## config.mk

```make
export PLATFORM = sky130hd
export DESIGN_NAME = invaders_formation
export DESIGN_NICKNAME = d
export VERILOG_FILES = /design/src/rtl/invaders_formation.sv
export SDC_FILE = /design/constraint.sdc
export NUM_CORES = 1
export LEC_CHECK = 0
export CORE_MARGIN = 2
export CORE_UTILIZATION = 25
export DETAILED_ROUTE_END_ITERATION = 10
export MAX_ROUTING_LAYER = met4
export PLACE_DENSITY = 0.41
export SYNTH_ARGS = -nofsm -noshare
export SYNTH_HDL_FRONTEND = slang
export SYNTH_SLANG_ARGS = --single-unit
export TNS_END_PERCENT = 100
```

## constraint.sdc

```tcl
create_clock -name clk_36MHz -period 8 [get_ports clk_36MHz]
set_clock_uncertainty 0.05 [all_clocks]
set_input_delay 0.8 -clock clk_36MHz [delete_from_list [all_inputs] [get_ports clk_36MHz]]
set_output_delay 0.8 -clock clk_36MHz [all_outputs]
set_load 0.005 [all_outputs]
```

## src/rtl/invaders_formation.sv

```systemverilog
// ---------------------------------------------------------------------------
// invaders_formation
//
// Formation controller for the 20-invader block (4 rows x 5 columns). It holds
// the alive mask, the horizontal offset, the march direction and the descent
// line. These advance once per step interval, which is counted in video frames
// and gets shorter as invaders die. All state freezes while the gameplay state
// is anything other than PLAYING.
//
// Parameters
//   SCREEN_COLS : playfield width in invader columns
//   LAST_LINE   : descent line at which invaders_line saturates
//   STEP_BASE   : frames added to the alive count to form the step period
//
// Ports
//   clk_36MHz      in   system clock
//   reset          in   synchronous, active-low reset
//   frame_tick     in   one-cycle pulse per video frame
//   hit_valid      in   one-cycle pulse, bullet hit reported
//   hit_index[4:0] in   hit invader, row*5+col
//   gameplay[1:0]  in   game state, 00 = PLAYING
//   invaders_array out  alive mask, bit row*5+col
//   invaders_line  out  number of descents taken (saturating)
//   invaders_x     out  biased offset; column c is at screen column x+c-4
//   invaders_dir   out  1 = moving right
//   step_pulse     out  one-cycle pulse per move or descent
//   kill_pulse     out  one-cycle pulse per live invader cleared
// ---------------------------------------------------------------------------
module invaders_formation #(
  parameter int SCREEN_COLS = 16,
  parameter int LAST_LINE   = 13,
  parameter int STEP_BASE   = 1
) (
  input  logic        clk_36MHz,
  input  logic        reset,
  input  logic        frame_tick,
  input  logic        hit_valid,
  input  logic [4:0]  hit_index,
  input  logic [1:0]  gameplay,
  output logic [19:0] invaders_array,
  output logic [3:0]  invaders_line,
  output logic [4:0]  invaders_x,
  output logic        invaders_dir,
  output logic        step_pulse,
  output logic        kill_pulse
);

  logic [19:0] array_q, array_d;
  logic [3:0]  line_q,  line_d;
  logic [4:0]  x_q,     x_d;
  logic        dir_q,   dir_d;
  logic [4:0]  cnt_q,   cnt_d;
  logic        step_q,  step_d;
  logic        kill_q,  kill_d;

  logic        playing;
  logic        empty;
  logic [4:0]  alive_cnt;
  logic [4:0]  col_any;
  logic [2:0]  lmin;
  logic [2:0]  rmax;
  logic [5:0]  period;
  logic [5:0]  cnt_next;
  logic        step_now;
  logic        at_right;
  logic        at_left;
  logic [19:0] hit_mask;
  logic        kill_now;

  assign playing = (gameplay == 2'b00);
  assign empty   = (array_q == 20'd0);

  always_comb begin
    alive_cnt = 5'd0;
    for (int i = 0; i < 20; i++) begin
      alive_cnt = alive_cnt + 5'(array_q[i]);
    end
  end

  always_comb begin
    col_any = 5'd0;
    for (int c = 0; c < 5; c++) begin
      col_any[c] = array_q[c] | array_q[c+5] | array_q[c+10] | array_q[c+15];
    end
  end

  // Scan from the far side so the last hit wins: lowest column for lmin,
  // highest for rmax. Both default to 0 when the array is empty, which is
  // harmless because an empty formation never steps.
  always_comb begin
    lmin = 3'd0;
    rmax = 3'd0;
    for (int c = 4; c >= 0; c--) begin
      if (col_any[c]) lmin = 3'(c);
    end
    for (int c = 0; c < 5; c++) begin
      if (col_any[c]) rmax = 3'(c);
    end
  end

  // Period and edge decisions use the registered array, so a hit landing on
  // the step tick does not change the step that is taken that cycle.
  assign period   = 6'(STEP_BASE) + {1'b0, alive_cnt};
  assign cnt_next = {1'b0, cnt_q} + 6'd1;
  // >= rather than == so a hit that shrinks the period below the running
  // count still steps on the next tick instead of wrapping.
  assign step_now = frame_tick & playing & ~empty & (cnt_next >= period);

  assign at_right = dir_q  & (({1'b0, x_q} + {3'b000, rmax}) == 6'(SCREEN_COLS + 3));
  assign at_left  = ~dir_q & (({1'b0, x_q} + {3'b000, lmin}) == 6'd4);

  // Out-of-range indices decode to an empty mask and are dropped.
  assign hit_mask = (hit_index < 5'd20) ? (20'd1 << hit_index) : 20'd0;
  assign kill_now = hit_valid & playing & (|(array_q & hit_mask));

  always_comb begin
    array_d = array_q;
    line_d  = line_q;
    x_d     = x_q;
    dir_d   = dir_q;
    cnt_d   = cnt_q;
    step_d  = 1'b0;
    kill_d  = 1'b0;

    if (kill_now) begin
      array_d = array_q & ~hit_mask;
      kill_d  = 1'b1;
    end

    if (frame_tick && playing && !empty) begin
      if (step_now) begin
        cnt_d  = 5'd0;
        step_d = 1'b1;
        if (at_right || at_left) begin
          dir_d = ~dir_q;
          if (line_q < 4'(LAST_LINE)) begin
            line_d = line_q + 4'd1;
          end
        end else if (dir_q) begin
          x_d = x_q + 5'd1;
        end else begin
          x_d = x_q - 5'd1;
        end
      end else begin
        cnt_d = cnt_q + 5'd1;
      end
    end
  end

  always_ff @(posedge clk_36MHz) begin
    if (!reset) begin
      array_q <= 20'hFFFFF;
      line_q  <= 4'd0;
      x_q     <= 5'd4;
      dir_q   <= 1'b1;
      cnt_q   <= 5'd0;
      step_q  <= 1'b0;
      kill_q  <= 1'b0;
    end else begin
      array_q <= array_d;
      line_q  <= line_d;
      x_q     <= x_d;
      dir_q   <= dir_d;
      cnt_q   <= cnt_d;
      step_q  <= step_d;
      kill_q  <= kill_d;
    end
  end

  assign invaders_array = array_q;
  assign invaders_line  = line_q;
  assign invaders_x     = x_q;
  assign invaders_dir   = dir_q;
  assign step_pulse     = step_q;
  assign kill_pulse     = kill_q;

endmodule
```

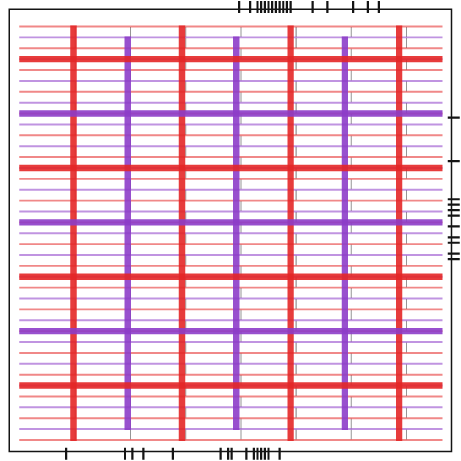
(images/power_grid.png)
Scale: 4 px per micron. Pins as bars on the die edge. Tap cells in gray.
VSS: marked red. VDD: marked purple.
43 signal pins sit on the boundary. 7 straps on met4. 7 straps on met5.
Die H: 110.2 microns
VDD IR max: 0.00007248 V
Core Area: 10940 sq um
die width: 110.2 microns

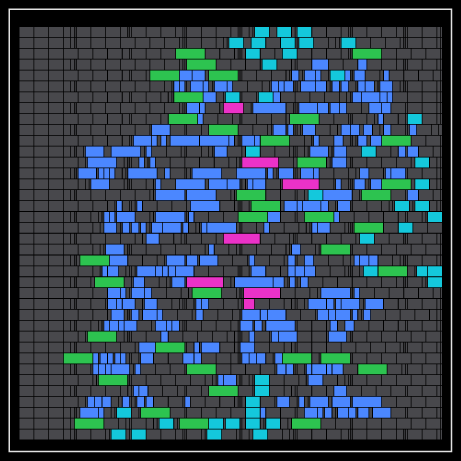
(images/placement_by_type.png)
Scale: 4 px per micron. Fill, decap, tap and diode cells in gray.
combinational and other logic: marked blue, cells 265, share of their area 61%. flops: marked green, cells 37, share of their area 22%. other buffers and delay cells: marked cyan, cells 43, share of their area 13%. clock drivers and dummy loads: marked magenta, cells 7, share of their area 4.4%.

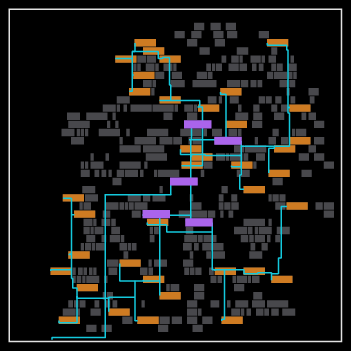
(images/clk_routes.png)
Scale: 3 px per micron.
clock drivers: marked purple, count 5. clock wires: marked cyan, length 643 microns. flip-flops: marked orange, count 37.
There are 6 routed clock nets.
Clock power frac: 47.9%
Clk power: 201 uW
clk ins delay skew pair: 0.28 ns

==> impl_metrics.env <==
# yosys + openroad results
export IMPL_placed_cells=485
export IMPL_grt_pass1_vias=2310
export IMPL_worst_pin_slew_ns=1.016
export IMPL_gp_congestion=0.7926
export IMPL_cts_root_buf="clkbuf_16"
export IMPL_comb_area_sq_um=1861
export IMPL_power_uw=419.1
export IMPL_cp_cell_sequence="inv_1 > fa_1 > fa_1 > fa_1 > fa_1 > fa_1 > fa_1 > fa_1 > xor2_1 > ha_1 > o21ai_0 > o21ai_0 > a221o_1 > nand4_2 > or3_1 > a21oi_1"
export IMPL_fin_ws_ns=2.315
export IMPL_die_area_sq_um=12150
export IMPL_yosys_area_sq_um=2820
export IMPL_synth_cells=313
export IMPL_critical_path_slowest_cell="fa_1"
export IMPL_fp_row_count=38
export IMPL_tritoncts="done"
export IMPL_finalHoldViolations=0
export IMPL_synth_flops=37
export IMPL_status="finished, final reports clean"
export IMPL_syn_avg_cell_area_sq_um=9.010
export IMPL_grt_use_total_pct=14.01
export IMPL_ant_nets=0
export IMPL_r2r_slack_ns=2.31
export IMPL_synthArstFlopShare_pct=0
export IMPL_numCtsBuffers=5
export IMPL_cts_buffer_depth=2
export IMPL_nNetsFinal=404
export IMPL_post_dp_cell_area_sq_um=3377
export IMPL_p_leak_nw=1.604
export IMPL_avgViaCountPerCell=4.929
export IMPL_slew_headroom_pct=31.73
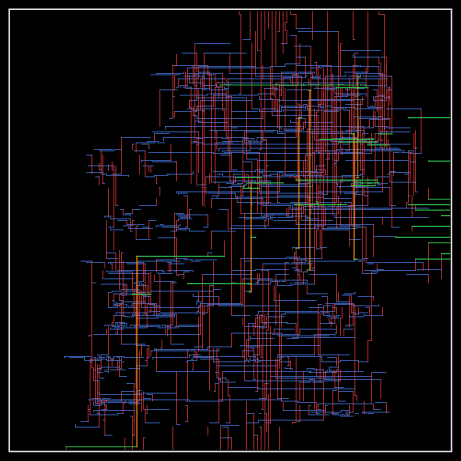
(images/wires.png)
Scale: 4 px per micron.
metal 1: marked blue, wire length 3750 microns. metal 2: marked red, wire length 3560 microns. metal 3: marked green, wire length 287 microns. metal 4: marked orange, wire length 209 microns.
vias: 2425
wire per inst: 15.85 microns
final wirelength: 7799 microns

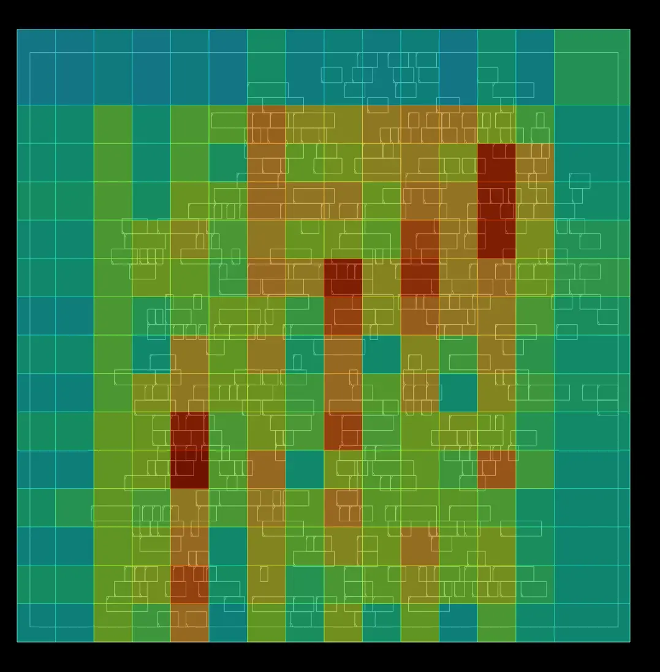
(images/congestion.png)
grt met1 use: 19.78%
Final Core Density: 32.22%

-- how the worst max path moves through the flow --
stage | to | slack, ns | startpoint
3_3_place_gp | invaders_x[4] | 2.40 | invaders_array[6]
6_report | invaders_x[4] | 2.31 | invaders_array[4]
4_1_cts | invaders_line[3] | 2.30 | invaders_array[4]
5_1_grt | invaders_x[4] | 1.98 | invaders_array[6]
2_1_floorplan | invaders_line[3] | 2.63 | invaders_array[4]
3_5_place_dp | invaders_line[3] | 2.33 | invaders_array[4]
-- final cells by class --
type	count	share of cell area [%]
clock buffer	6	3.942
clock inverter	1	0.2131
inverter	46	4.901
multi-input combinational	219	52.81
sequential	37	21.02
tap	140	4.972
timing repair buffer	43	12.14
-- metal layers --
metal	global-route usage [%]	share of wire, %
met5	-	0
met4	5.089	2.7
met3	1.470	3.7
met2	20.73	46
met1	19.78	48
-- worst register-to-register path: stages, from the launching register on --
cell and delay [ns]:
dfxtp_1 0.37, inv_1 0.11, fa_1 0.57, fa_1 0.44
fa_1 0.49, fa_1 0.53, fa_1 0.43, fa_1 0.41
fa_1 0.41, xor2_1 0.17, ha_1 0.26, o21ai_0 0.06
o21ai_0 0.22, a221o_1 0.31, nand4_2 0.24, or3_1 0.41
a21oi_1 0.13
-- where the power goes --
part           leakage (nW)  internal [mW]  switching (mW)
Clock                0.0690          0.122          0.0784
Sequential            0.299          0.185        0.000782
Combinational          1.24         0.0122          0.0205
-- cell usage after synthesis, drive strengths merged (7+ instances only) --
cell type  instances  area share [%]
a32oi             16             5.0
ha                24              11
fa                17              12
mux2i              7             2.5
nor3               7             1.2
nor2              18             2.4
a21oi             19             3.4
nand3             10             1.8
o21ai             10             1.8
dfxtp             37              26
inv               46             6.1
nand2             14             2.0
-- registers in the layout (all words and copies together) (netlist names) --
register / flops
invaders_array: 20
cnt_q: 5
invaders_x: 5
invaders_line: 4
invaders_dir: 1
kill_pulse: 1
step_pulse: 1
-- cell families after synthesis --
kind of cell	count (synthesis)	synth area share (%)
buffers and inverters	57	7.764
AND-OR/OR-AND	69	17.75
adder cells (fa/ha/maj)	41	22.72
XOR/XNOR	10	3.105
multiplexers	9	3.682
AND/OR/NAND/NOR	90	18.72
flip-flops	37	26.26
Power and IR drop assume default switching activity.
